$ cat config.mk
export PLATFORM = sky130hd
export DESIGN_NAME = program_loader
export DESIGN_NICKNAME = d
export VERILOG_FILES = /design/src/rtl/loader_pkg.sv /design/src/rtl/word_assembler.sv /design/src/rtl/program_loader.sv
export SDC_FILE = /design/constraint.sdc
export NUM_CORES = 1
export LEC_CHECK = 0
export ABC_AREA = 1
export CAP_MARGIN = 0
export CORE_MARGIN = 2
export CORE_UTILIZATION = 28
export CTS_BUF_LIST = sky130_fd_sc_hd__clkbuf_2 sky130_fd_sc_hd__clkbuf_4 sky130_fd_sc_hd__clkbuf_8
export DETAILED_ROUTE_END_ITERATION = 12
export GPL_TIMING_DRIVEN = 0
export HOLD_SLACK_MARGIN = 0.06
export PLACE_DENSITY = 0.47
export SETUP_SLACK_MARGIN = 0.5
export SLEW_MARGIN = 0
export SYNTH_ARGS = -nofsm -noshare
export SYNTH_HDL_FRONTEND = slang
export SYNTH_SLANG_ARGS = --single-unit
$ cat constraint.sdc
create_clock -name clk -period 2.6 [get_ports clk]
set_input_delay 0.52 -clock clk [delete_from_list [all_inputs] [get_ports clk]]
set_output_delay 0.52 -clock clk [all_outputs]
set_load 0.05 [all_outputs]
$ cat src/rtl/loader_pkg.sv
// Shared types and constants for the program loader: FSM state encoding,
// length-field and word sizes of the incoming program stream.
package loader_pkg;

    typedef enum logic [2:0] {
        LEN_HI = 3'd0,
        LEN_LO = 3'd1,
        DATA   = 3'd2,
        CHECK  = 3'd3,
        DONE   = 3'd4,
        ERROR  = 3'd5
    } state_t;

    localparam int LEN_BYTES  = 2;
    localparam int WORD_BYTES = 4;
    localparam int WORD_BITS  = WORD_BYTES * 8;

endpackage

$ cat src/rtl/word_assembler.sv
// Packs accepted stream bytes into big-endian 32-bit words. The first three
// bytes of a word sit in a shift register; the fourth arrives combinationally
// so the complete word is available in the same cycle it is accepted.
module word_assembler
    import loader_pkg::*;
(
    input  logic                 clk,
    input  logic                 reset,
    input  logic                 clear,
    input  logic                 byte_en,
    input  logic [7:0]           byte_in,
    output logic                 word_done,
    output logic [WORD_BITS-1:0] word
);

    logic [WORD_BITS-9:0] shift;
    logic [1:0]           count;

    assign word      = {shift, byte_in};
    assign word_done = byte_en && (count == 2'(WORD_BYTES - 1));

    // Shift in each accepted byte; the byte counter wraps after the last byte of a word.
    always_ff @(posedge clk or negedge reset) begin
        if (!reset) begin
            shift <= '0;
            count <= '0;
        end else if (clear) begin
            shift <= '0;
            count <= '0;
        end else if (byte_en) begin
            shift <= word[WORD_BITS-9:0];
            count <= count + 2'd1;
        end
    end

endmodule

$ cat src/rtl/program_loader.sv
// Program loader: receives a length-prefixed byte stream, writes the payload
// words into program memory, and releases the processor reset once the load
// completes. Defining LOADER_CHECKSUM_EN adds a trailing XOR checksum byte
// that must match the payload for the load to be accepted.
//
// Handshake: a byte is consumed on a rising edge where in_Valid and out_Ready
// are both 1. out_Ready is registered and does not depend on in_Valid; the
// source may hold or change in_Byte freely while in_Valid is 0.
module program_loader
    import loader_pkg::*;
#(
    parameter int MEMORY_DEPTH = 512,
    parameter int NBits        = 32
) (
    input  logic                            clk,
    input  logic                            reset,
    input  logic [7:0]                      in_Byte,
    input  logic                            in_Valid,
    output logic                            out_Ready,
    input  logic                            in_Restart,
    output logic                            out_WrEn,
    output logic [$clog2(MEMORY_DEPTH)-1:0] out_WrAddr,
    output logic [NBits-1:0]                out_WrData,
    output logic                            out_CpuReset,
    output logic                            out_Done,
    output logic                            out_Error,
    output logic [2:0]                      dbg_state
);

    localparam int AW = $clog2(MEMORY_DEPTH);

    state_t                   state;
    logic [8*(LEN_BYTES-1)-1:0] len_hi;
    logic [15:0]              len;
    logic [15:0]              len_next;
    logic [15:0]              word_count;
    logic                     accept;
    logic                     asm_en;
    logic                     asm_clear;
    logic                     word_done;
    logic [WORD_BITS-1:0]     asm_word;

    assign accept    = in_Valid && out_Ready;
    assign asm_en    = accept && (state == DATA);
    // Restart only takes effect from a terminal state; elsewhere it is ignored.
    assign asm_clear = in_Restart && ((state == DONE) || (state == ERROR));
    assign len_next  = {len_hi, in_Byte};
    assign dbg_state = state;

    word_assembler u_word_assembler (
        .clk       (clk),
        .reset     (reset),
        .clear     (asm_clear),
        .byte_en   (asm_en),
        .byte_in   (in_Byte),
        .word_done (word_done),
        .word      (asm_word)
    );

`ifdef LOADER_CHECKSUM_EN
    logic [7:0] csum;

    // Running XOR of all payload bytes, compared against the trailing byte.
    always_ff @(posedge clk or negedge reset) begin
        if (!reset) begin
            csum <= '0;
        end else if (asm_clear) begin
            csum <= '0;
        end else if (asm_en) begin
            csum <= csum ^ in_Byte;
        end
    end
`endif

    // Load sequencer with registered handshake, write-port and status outputs.
    always_ff @(posedge clk or negedge reset) begin
        if (!reset) begin
            state        <= LEN_HI;
            len_hi       <= '0;
            len          <= '0;
            word_count   <= '0;
            out_Ready    <= 1'b0;
            out_WrEn     <= 1'b0;
            out_WrAddr   <= '0;
            out_WrData   <= '0;
            out_CpuReset <= 1'b0;
            out_Done     <= 1'b0;
            out_Error    <= 1'b0;
        end else begin
            out_WrEn <= 1'b0;
            case (state)
                LEN_HI: begin
                    out_Ready <= 1'b1;
                    if (accept) begin
                        len_hi <= in_Byte;
                        state  <= LEN_LO;
                    end
                end
                LEN_LO: begin
                    if (accept) begin
                        len <= len_next;
                        if (len_next == 16'd0) begin
                            state <= CHECK;
                        end else if (32'(len_next) > MEMORY_DEPTH) begin
                            state     <= ERROR;
                            out_Ready <= 1'b0;
                            out_Error <= 1'b1;
                        end else begin
                            state <= DATA;
                        end
                    end
                end
                DATA: begin
                    // The strobe is raised on the cycle after the word's last byte.
                    if (word_done) begin
                        out_WrEn   <= 1'b1;
                        out_WrAddr <= word_count[AW-1:0];
                        out_WrData <= NBits'(asm_word);
                        word_count <= word_count + 16'd1;
                        if (word_count == len - 16'd1) begin
                            state <= CHECK;
                        end
                    end
                end
                CHECK: begin
`ifdef LOADER_CHECKSUM_EN
                    if (accept) begin
                        out_Ready <= 1'b0;
                        if (in_Byte == csum) begin
                            state        <= DONE;
                            out_Done     <= 1'b1;
                            out_CpuReset <= 1'b1;
                        end else begin
                            state     <= ERROR;
                            out_Error <= 1'b1;
                        end
                    end
`else
                    state        <= DONE;
                    out_Ready    <= 1'b0;
                    out_Done     <= 1'b1;
                    out_CpuReset <= 1'b1;
`endif
                end
                DONE: begin
                    if (in_Restart) begin
                        state        <= LEN_HI;
                        word_count   <= '0;
                        out_Done     <= 1'b0;
                        out_CpuReset <= 1'b0;
                        out_Ready    <= 1'b1;
                    end
                end
                ERROR: begin
                    if (in_Restart) begin
                        state      <= LEN_HI;
                        word_count <= '0;
                        out_Error  <= 1'b0;
                        out_Ready  <= 1'b1;
                    end
                end
                default: begin
                    state <= LEN_HI;
                end
            endcase
        end
    end

endmodule

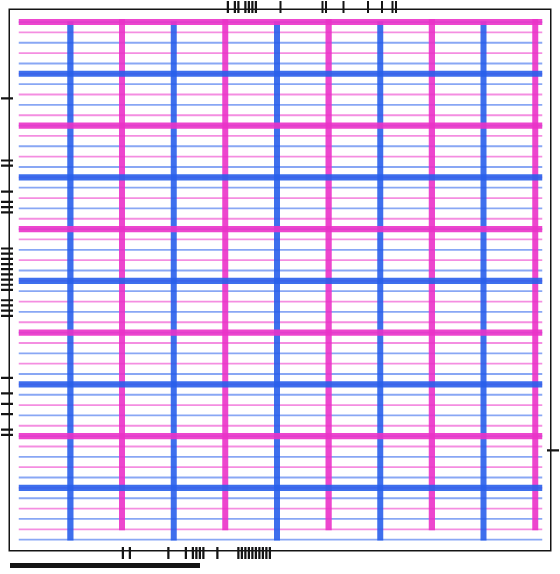
Run 1: power grid
Scale bar: 50 um. Pins as bars on the die edge.
Key: VDD = magenta; VSS = blue
The core has 50 rows. 10 straps on met5. 61 signal pins sit on the boundary. 51 met1 rails follow the rows. 10 straps on met4.

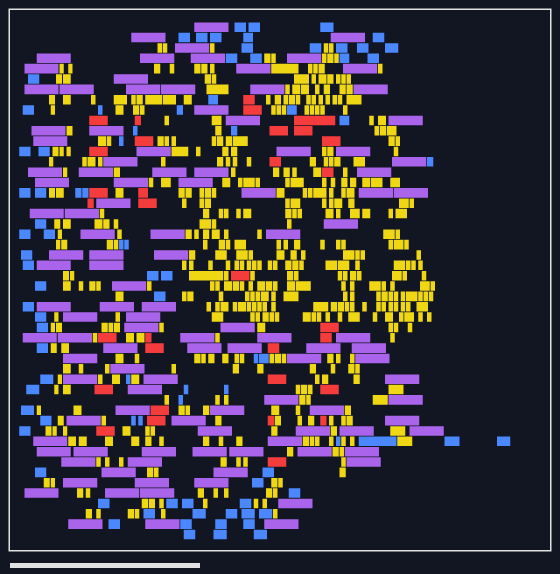
Run 1: cell classes on the final placement
Scale bar: 50 um.
Key: combinational and other logic = yellow [cells 488, share of their area 38%]; flops = purple [cells 114, share of their area 45%]; clock drivers and dummy loads = red [cells 32, share of their area 6.0%]; other buffers and delay cells = blue [cells 86, share of their area 11%]

==> results.py, run 1 <==
# Physical implementation metrics
metrics = {
    "synthesis": {
        "yosysWarnings": 0,
        "async_flop_share_pct": 100,
        "ys_seq_share_pct": 53.6,
        "syn_nets": 637,
        "enable_flop_cells": 0,
        "top_area_share_pct": 53.6,
        "ys_sh_adder_pct": 0.705,
        "ys_sh_mux_pct": 1.03,
        "syn_area_um2": 5320,
        "syn_inst": 622,
        "synth.cellmix.simpleShare_pct": 22.9,
        "ys_sh_aoi_pct": 11.6,
        "top_cell": "nand2_1",
        "ys_area_um2": 5320,
        "logic_family": "simple AND/OR/NAND/NOR gates",
    },
    "final_layout": {
        "fill_cells": 1934,
        "seq_share_pct": 43.1,
        "syn2layout_area_growth_pct": 24.4,
        "comb_area_share_pct": 31.7,
        "drive_gt1_share_pct": 10.7,
        "final-comb-area_um2": 2100,
        "layout.nets": 722,
        "antenna_cells": 0,
        "nMultiInputCombCells": 409,
        "design.seq.count": 114,
        "area_share_nonclk_buffers_pct": 10.5,
        "inv_count": 79,
    },
    "routing": {
        "vias": 4406,
        "wl_met1_um": 6610,
        "drc": 0,
        "dr.first_iter.drc_count": 228,
        "wl_per_cell_um": 15.2,
        "routed_wl_um": 14500,
        "ant_nets": 0,
        "drtPass1Iterations": 5,
    },
    "sta": {
        "max_slew.worst_pin.slew_ps": 573,
        "setup_tns_ps": 0,
        "drv_slew": 0,
        "final-setup-viol-count": 0,
        "slew_headroom_pct": 61.4,
        "min_period_over_period_pct": 77.3,
        "hold_viol": 0,
        "fmax_ghz": 0.497,
    },
    "floorplan": {
        "die_w_um": 142,
        "n_tap_cell": 234,
        "die.size.y_um": 142,
    },
    "critical_path": {
        "critical_path_class": "flop to primary output",
        "critPathBufInv": 1,
        "worstSetupEndpointType": "primary output",
        "r2r-start": "len[0]",
        "cp_max_fo": 7,
        "critical_path.startpoint": "dbg_state[0]",
        "max_stage_delay_ps": 570,
        "path_delay_family": "buffers and inverters",
        "cp_cell_sequence": "dlygate4sd2_1",
    },
    "power_and_ir_drop": {
        "leakage_nw": 3.27,
        "ir_drop_v": 0.000321,
        "power_leader": "sequential cells",
        "comb_power_share_pct": 33.5,
        "seq_power_share_pct": 39.2,
        "switching_power_mw": 2.30,
        "powerDensity_nw_per_um2": 884,
        "p_seq_mw": 2.30,
        "intPower_mw": 3.55,
        "swShare_pct": 39.3,
        "p_clk_mw": 1.60,
    },
    "global_route": {
        "first_global_vias": 4555,
        "grt_max_degree": 73,
        "grt_first_pass_wirelength_um": 24100,
        "grt_antenna_before_repair": 0,
        "overflow": 0,
        "gr-usage-met2_pct": 25.8,
        "top_usage_layer": "met2",
        "grt_use_total_pct": 15.5,
    },
    "job": {
        "cap_violations": 0,
        "warnings": 27,
    },
    "clocking": {
        "cts_resized": 49,
        "clk_path_buf_depth": 2,
        "cts_tree": "built",
        "path_clk_slew_ps": 60,
        "cts_inserted_buffers": 17,
        "post_cts.repair.setup_buffers": 0,
        "cts_num_sinks": 114,
        "htree_levels": 4,
    },
    "run_status": {
        "outcome": "completed",
    },
    "worst_hold_path": {
        "hold_path.class": "flop to flop",
    },
    "placement": {
        "io_buffers": 60,
    },
}
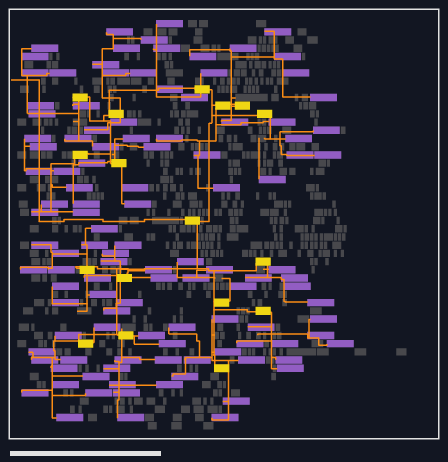
Run 1: clock wires, drivers and flops
Scale bar: 50 um.
Key: clock wires = orange [length 1630 um]; flip-flops = purple [count 114]; clock drivers = yellow [count 17]
There are 18 routed clock nets.

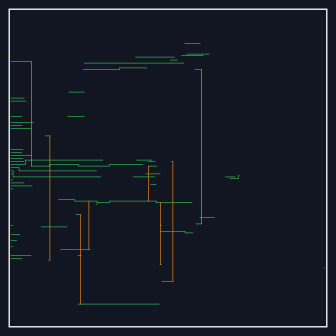
Run 1: metal layers overlaid
Two of the layers only.
Key: metal 3 = green [wire length 637 um]; metal 4 = orange [wire length 331 um]

run 1: placed cells by master, fill, tap and decap left out, types with 2 or more instances in the layout:
cell / instances
xor2_1: 12
inv_6: 2
o31ai_1: 3
clkinv_4: 3
nor3_1: 11
inv_1: 75
nand3b_1: 5
buf_1: 3
buf_2: 4
nand3_2: 3
dfrtp_1: 114
nor2_4: 5
ha_1: 2
inv_2: 3
clkbuf_1: 10
nor2_1: 40
o22ai_1: 25
a21oi_1: 9
buf_4: 6
clkinv_2: 6
nor4_1: 3
nor2_2: 6
xnor2_1: 6
nand4_1: 9
nand3_1: 21
o21ai_0: 71
clkdlybuf4s50_1: 10
nand2_1: 158
clkbuf_8: 20
dlygate4sd2_1: 49
nand2_2: 5
mux2_2: 4
run 1: worst paths after layout:
path	end	slack [ps]	cells after the start
setup / recovery	dbg_state[0]	590	1
setup reg to reg	dbg_state[0]	670	15
max in group asynchronous	out_WrData[21]	1330	3
hold / removal	out_WrAddr[3]	480	2
min in group asynchronous	len[15]	580	2
hold reg to reg	out_WrAddr[3]	480	2
run 1: state kept, by name (all words and copies together), names as in the netlist:
| register | flops |
|---|---|
| word_count | 16 |
| out_WrAddr | 9 |
| u_word_assembler.count | 2 |
| out_WrData | 32 |
| u_word_assembler.shift | 24 |
| out_Error | 1 |
| out_WrEn | 1 |
| len | 16 |
| out_Done | 1 |
| len_hi | 8 |
| dbg_state | 3 |
| out_Ready | 1 |
run 1: per-stage QoR:
stage	utilization, %	power, mW	setup WS, ps	cells	cell area [um2]
floorplan	-	3.71	776	622	5320
global placement	33.2	4.23	-3530	916	6220
detailed placement	33.4	4.27	197	917	6250
CTS	35.2	5.85	532	950	6580
global route	35.4	6.32	476	954	6620
finish	35.4	5.86	589	954	6620
## Run 2: what changed since run 1
--- a/config.mk
+++ b/config.mk
@@ -13,7 +13,7 @@
 export DETAILED_ROUTE_END_ITERATION = 12
 export GPL_TIMING_DRIVEN = 0
 export HOLD_SLACK_MARGIN = 0.06
-export PLACE_DENSITY = 0.47
+export PLACE_DENSITY = 0.48
 export SETUP_SLACK_MARGIN = 0.5
 export SLEW_MARGIN = 0
 export SYNTH_ARGS = -nofsm -noshare
==> constraint.sdc (replaced) <==
create_clock -name clk -period 1.64 [get_ports clk]
set_input_delay 0.328 -clock clk [delete_from_list [all_inputs] [get_ports clk]]
set_output_delay 0.328 -clock clk [all_outputs]
set_load 0.05 [all_outputs]
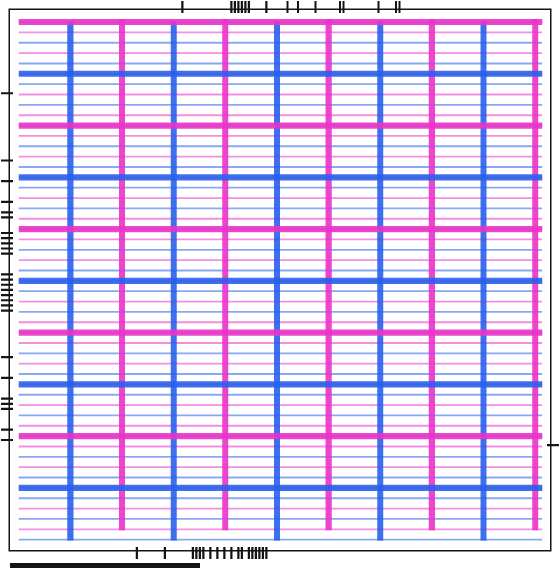
Run 2: power grid
Scale bar: 50 um. Pins as bars on the die edge.
Key: VDD = magenta; VSS = blue
51 met1 rails follow the rows. 61 signal pins sit on the boundary. The core has 50 rows.

==> run 2 against run 1 <==
Compared with the run above: the run now ends with negative setup slack left; clock skew shrank 5.0 ps; critical endpoint is now dbg_state[0]; design area up 41%; largest cell class is now combinational gates; combinational power rose to 2.8 times the previous value; worst hold slack worse by 110 ps; area after synthesis is the same; non-clock buffer count increased by 106; global-route usage is 1.2 points higher; sequential share of layout area fell by 12 points; sequential power up 63%; via count increased by 14%; cell count up 11%.
==> results.py, run 2 <==
# Physical implementation metrics
metrics = {
    "synthesis": {
        "logic_family": "simple AND/OR/NAND/NOR gates",
        "ys_sh_aoi_pct": 11.6,
        "ys_sh_adder_pct": 0.705,
        "synth.cellmix.simpleShare_pct": 22.9,
        "yosysWarnings": 0,
        "ys_area_um2": 5320,
        "syn_inst": 622,
    },
    "routing": {
        "wl_met1_um": 7400,
        "vias": 5029,
        "wl_per_cell_um": 16.8,
        "drtPass1Iterations": 4,
        "drc": 0,
    },
    "run_status": {
        "outcome": "complete, but fails checks",
        "violations": "negative setup slack",
    },
    "global_route": {
        "grt_max_degree": 75,
        "overflow": 0,
        "grt_antenna_before_repair": 0,
        "grt_use_total_pct": 16.7,
        "first_global_vias": 4982,
    },
    "clocking": {
        "post_cts.repair.setup_buffers": 51,
        "cts_inserted_buffers": 17,
        "clk_path_buf_depth": 2,
        "htree_levels": 4,
        "path_clk_slew_ps": 70,
        "cts_tree": "built",
        "cts_num_sinks": 114,
    },
    "final_layout": {
        "syn2layout_area_growth_pct": 75.6,
        "drive_gt1_share_pct": 55.1,
        "largestRegisters": "out_WrData (32), u_word_assembler.shift (24)",
        "largest-register": "out_WrData",
        "lay_top_count": "dfrtp_1",
        "layout.nets": 829,
        "design_area_um2": 9350,
        "final_cell_mix": "dfrtp_1, nand2_1, buf_6",
        "largest_reg_flops": 32,
    },
    "sta": {
        "final-setup-viol-count": 20,
        "worst_slack_ps": -142,
        "setup_tns_ps": -575,
        "min_period_over_period_pct": 109,
        "max_slew.worst_pin.slew_ps": 388,
    },
    "floorplan": {
        "die_w_um": 142,
        "die.size.y_um": 142,
    },
    "critical_path": {
        "worstSetupEndpointType": "flop",
        "critical_path_class": "flop to flop",
        "cp_max_fo": 7,
    },
    "placement": {
        "dpl_worst_slack_ps": -467,
        "post_dp_cell_area_um2": 6320,
    },
    "job": {
        "warnings": 29,
    },
    "power_and_ir_drop": {
        "ir_drop_v": 0.000549,
        "leakage_nw": 4.26,
        "powerDensity_nw_per_um2": 1300,
    },
    "worst_hold_path": {
        "hold_path.class": "input pin to async pin",
    },
}
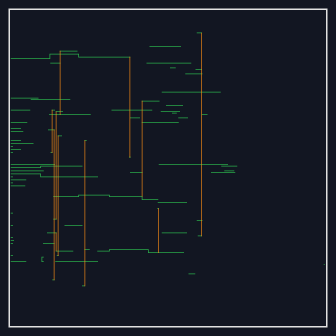
Run 2: metal layers overlaid
Two of the layers only.
Key: metal 4 = orange [wire length 489 um]; metal 3 = green [wire length 679 um]

## run 2: stage by stage
| stage | instances | util, % |
|---|---|---|
| finish | 1061 | 50.0 |
| global placement | 916 | 33.6 |
| detailed placement | 917 | 33.8 |
| floorplan | 622 | - |
| global route | 1061 | 50.0 |
| CTS | 1006 | 43.1 |
## run 2: area by class of cell
type                       count  area (um2)
tap                          234         293
timing repair buffer         172        1900
clock inverter                10         133
inverter                      79         334
multi-input combinational    410        3170
buffer                        20         365
fill                        1610        9360
sequential                   114        2870
clock buffer                  22         284
## run 2: where the power goes
part / internal, mW / switching (mW) / leakage [nW]
registers: 3.22 / 0.530 / 1.53
logic: 2.63 / 2.92 / 2.52
clock network: 1.62 / 1.19 / 0.209
total: 7.48 / 4.64 / 4.26
## run 2: routing by layer
metal  track usage [%]  vias up
met5                 0        -
met4              7.68        0
met3              3.44       28
met2              28.4      107
met1              20.5     2483
li1                  -     2411
## run 2: critical path: stages (launching register included)
cell	delay, ps
dfrtp_1	380
buf_6	150
nor2_4	120
nand2_4	80
nor2_4	190
nand2_1	70
nand2_1	60
nand2_1	40
nor2_1	90
nand2_1	70
nor2_2	120
nand2_1	80
nand2_1	80
nand2_1	50
nand2_1	50
nand2_1	50
## run 2: worst paths after layout
check                                               start                        end  slack, ps  cells past startpoint
max in group asynchronous                           reset                     len[3]        660                      3
worst min register to register  u_word_assembler.count[0]  u_word_assembler.count[0]        490                      1
worst max register to register                     len[5]               dbg_state[0]       -140                     15
min in group clk                u_word_assembler.count[0]  u_word_assembler.count[0]        490                      1
worst max-delay path                               len[5]               dbg_state[0]       -140                     15
worst min-delay path                                reset                    len[15]        380                      2
Run 2, cell classes on the final placement:
Scale bar: 50 um.
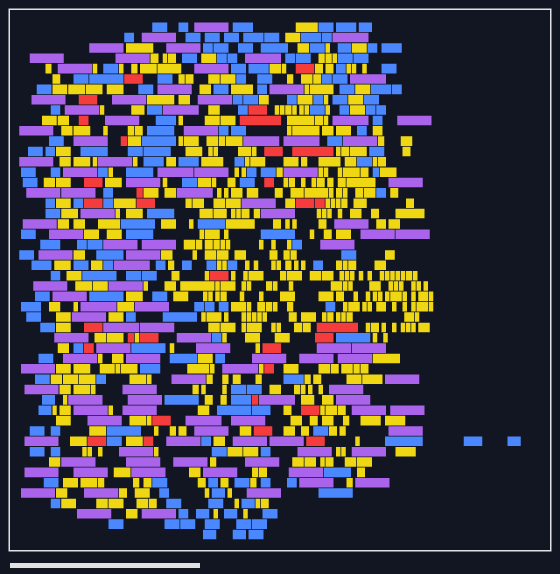

## Run 3: what changed since run 2
--- a/config.mk
+++ b/config.mk
@@ -5,7 +5,6 @@
 export SDC_FILE = /design/constraint.sdc
 export NUM_CORES = 1
 export LEC_CHECK = 0
-export ABC_AREA = 1
 export CAP_MARGIN = 0
 export CORE_MARGIN = 2
 export CORE_UTILIZATION = 28
@@ -13,7 +12,7 @@
 export DETAILED_ROUTE_END_ITERATION = 12
 export GPL_TIMING_DRIVEN = 0
 export HOLD_SLACK_MARGIN = 0.06
-export PLACE_DENSITY = 0.48
+export PLACE_DENSITY = 0.47
 export SETUP_SLACK_MARGIN = 0.5
 export SLEW_MARGIN = 0
 export SYNTH_ARGS = -nofsm -noshare
==> constraint.sdc (replaced) <==
create_clock -name clk -period 2.15 [get_ports clk]
set_input_delay 0.43 -clock clk [delete_from_list [all_inputs] [get_ports clk]]
set_output_delay 0.43 -clock clk [all_outputs]
set_load 0.05 [all_outputs]
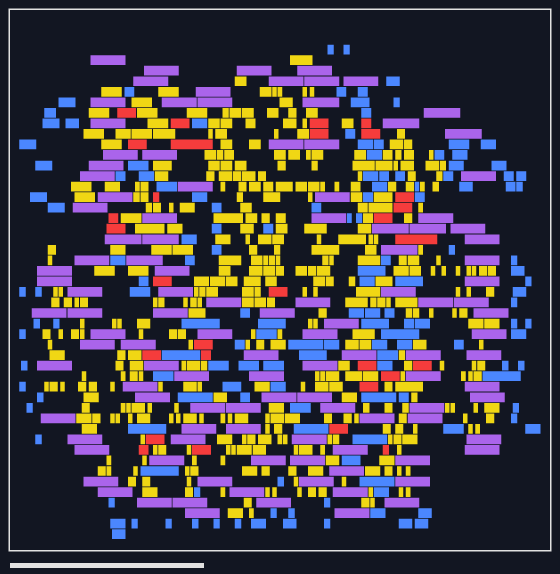
Run 3: cell classes on the final placement
Scale bar: 50 um.
Key: other buffers and delay cells = blue [cells 147, share of their area 20%]; clock drivers and dummy loads = red [cells 29, share of their area 5.1%]; combinational and other logic = yellow [cells 394, share of their area 37%]; flops = purple [cells 114, share of their area 37%]

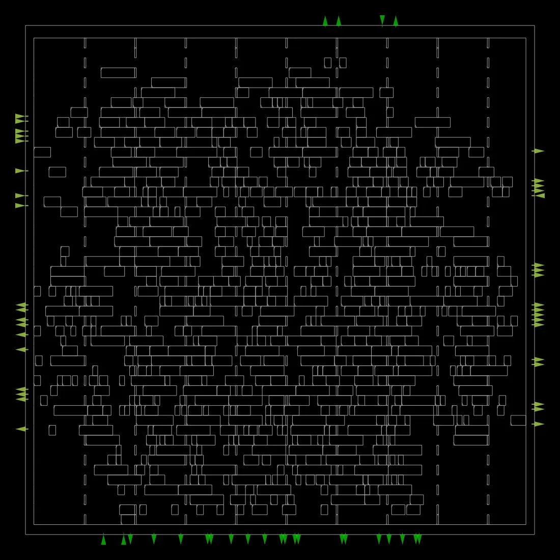
Run 3: cell outlines without signal wires
Core Util, Final: 44.5%
std cell rows: 49
fraction of area in registers: 35.9%
core footprint: 18000 um2

==> run 3 against run 2 <==
Compared with the run above: the flow now finishes without violations; global-route usage fell by 1.0 points; synthesized cell count down 14%; die area fell by 3.4%; sequential cell count unchanged; sequential power is 27% lower; worst setup slack improved by 270 ps; clock power shrank 28%; clock skew rose by 2.7 ps; clock-buffer cell count grew 2; non-clock buffer count decreased by 45; worst hold slack better by 9.5 ps.
==> results.py, run 3 <==
# Physical implementation metrics
metrics = {
    "synthesis": {
        "logic_family": "simple AND/OR/NAND/NOR gates",
        "ys_area_um2": 5140,
        "synth.cellmix.simpleShare_pct": 25.7,
        "ys_sh_aoi_pct": 3.80,
        "yosysWarnings": 0,
        "ys_sh_adder_pct": 0.731,
        "syn_inst": 534,
    },
    "global_route": {
        "grt_use_total_pct": 15.7,
        "met1_usage_pct": 22.6,
        "gr-usage-met2_pct": 23.2,
        "top_usage_layer": "met2",
        "grt_max_degree": 73,
        "first_global_vias": 4345,
        "overflow": 0,
        "grt_antenna_before_repair": 0,
    },
    "final_layout": {
        "layout.nets": 689,
        "largest-register": "out_WrData",
        "syn2layout_area_growth_pct": 55.6,
        "drive_gt1_share_pct": 48.4,
        "final_cells": 913,
        "largestRegisters": "out_WrData (32), u_word_assembler.shift (24)",
        "largest_reg_flops": 32,
        "design_area_um2": 7990,
    },
    "clocking": {
        "htree_levels": 4,
        "cts_tree": "built",
        "path_clk_slew_ps": 70,
    },
    "critical_path": {
        "path_delay_family": "simple AND/OR/NAND/NOR gates",
        "r2r-start": "len[0]",
        "max_stage_delay_ps": 560,
        "critPathSlowestCell": "or4_4",
        "critical_path_class": "flop to flop",
        "cp_max_fo": 4,
    },
    "sta": {
        "final-setup-viol-count": 0,
        "worst_slack_ps": 130,
        "setup_tns_ps": 0,
        "min_period_over_period_pct": 93.9,
        "max_slew.worst_pin.slew_ps": 469,
    },
    "placement": {
        "dpl_worst_slack_ps": -255,
        "dp.cells": 824,
        "post_dp_cell_area_um2": 6280,
    },
    "run_status": {
        "outcome": "completed",
    },
    "worst_hold_path": {
        "hold_path.class": "input pin to flop",
        "holdCritStartpoint": "in_Byte[6]",
    },
    "floorplan": {
        "die.size.y_um": 139,
        "die_w_um": 139,
    },
    "routing": {
        "vias": 4300,
        "drc": 0,
        "wl_met1_um": 7210,
        "wl_per_cell_um": 16.3,
    },
    "power_and_ir_drop": {
        "powerDensity_nw_per_um2": 874,
    },
}
==> run 3: cell types whose count changed in the layout (fill, tap and decap cells not counted), sizes merged, moves of 9 or more <==
cell,before,now
buf,164,107
inv,74,5
mux2,4,21
nand2,165,187
nand3,24,40
nor2,52,22
o21ai,72,9
o22ai,25,1
xnor2,6,15
xor2,12,21
==> run 3: worst reg2reg max path, delay by kind of cell (launching register included) <==
family / cells / cell delay (ps)
compound gates: 3 / 390
flops: 1 / 410
simple gates: 3 / 1140
==> run 3: layout make-up <==
class	instances	area (um2)
Timing Repair inverter	1	16.3
Multi-Input combinational cell	388	2840
Timing Repair Buffer	119	1190
Sequential cell	114	2870
Buffer	28	374
Clock inverter	5	77.6
Fill cell	1699	9970
Clock buffer	24	312
Inverter	5	35.0
Tap cell	229	287
==> run 3: where the power goes <==
part / internal [mW] / switching [mW]
logic: 1.18 / 1.06
clock network: 1.17 / 0.848
registers: 2.43 / 0.306
==> run 3: metrics by stage <==
step | hold WS (ps) | utilization, %
after detailed placement | 383 | 34.9
after CTS | 469 | 41.9
after global placement | 452 | 34.8
after floorplan | 134 | -
after global routing | 387 | 44.5
final | 385 | 44.5
==> run 3: final timing paths <==
| path | endpoint | slack, ps | cells after the start |
|---|---|---|---|
| max in group asynchronous | dbg_state[1] | 940 | 3 |
| min reg2reg | out_WrData[26] | 480 | 2 |
| max reg2reg | dbg_state[0] | 130 | 6 |
| max | dbg_state[0] | 130 | 6 |
| min in group asynchronous | out_WrData[8] | 470 | 2 |
| min | out_WrData[6] | 380 | 3 |
==> run 3: what timing repair did <==
action                     4_1_cts  5_1_grt
gates resized                  269      197
cloned                           9        5
pin swaps                       70       65
hold buffers                     1        0
hold endpoints to repair        42        0
setup endpoints to repair      152      141
setup buffers                   32       13
Power is estimated from default activity; no workload was simulated.
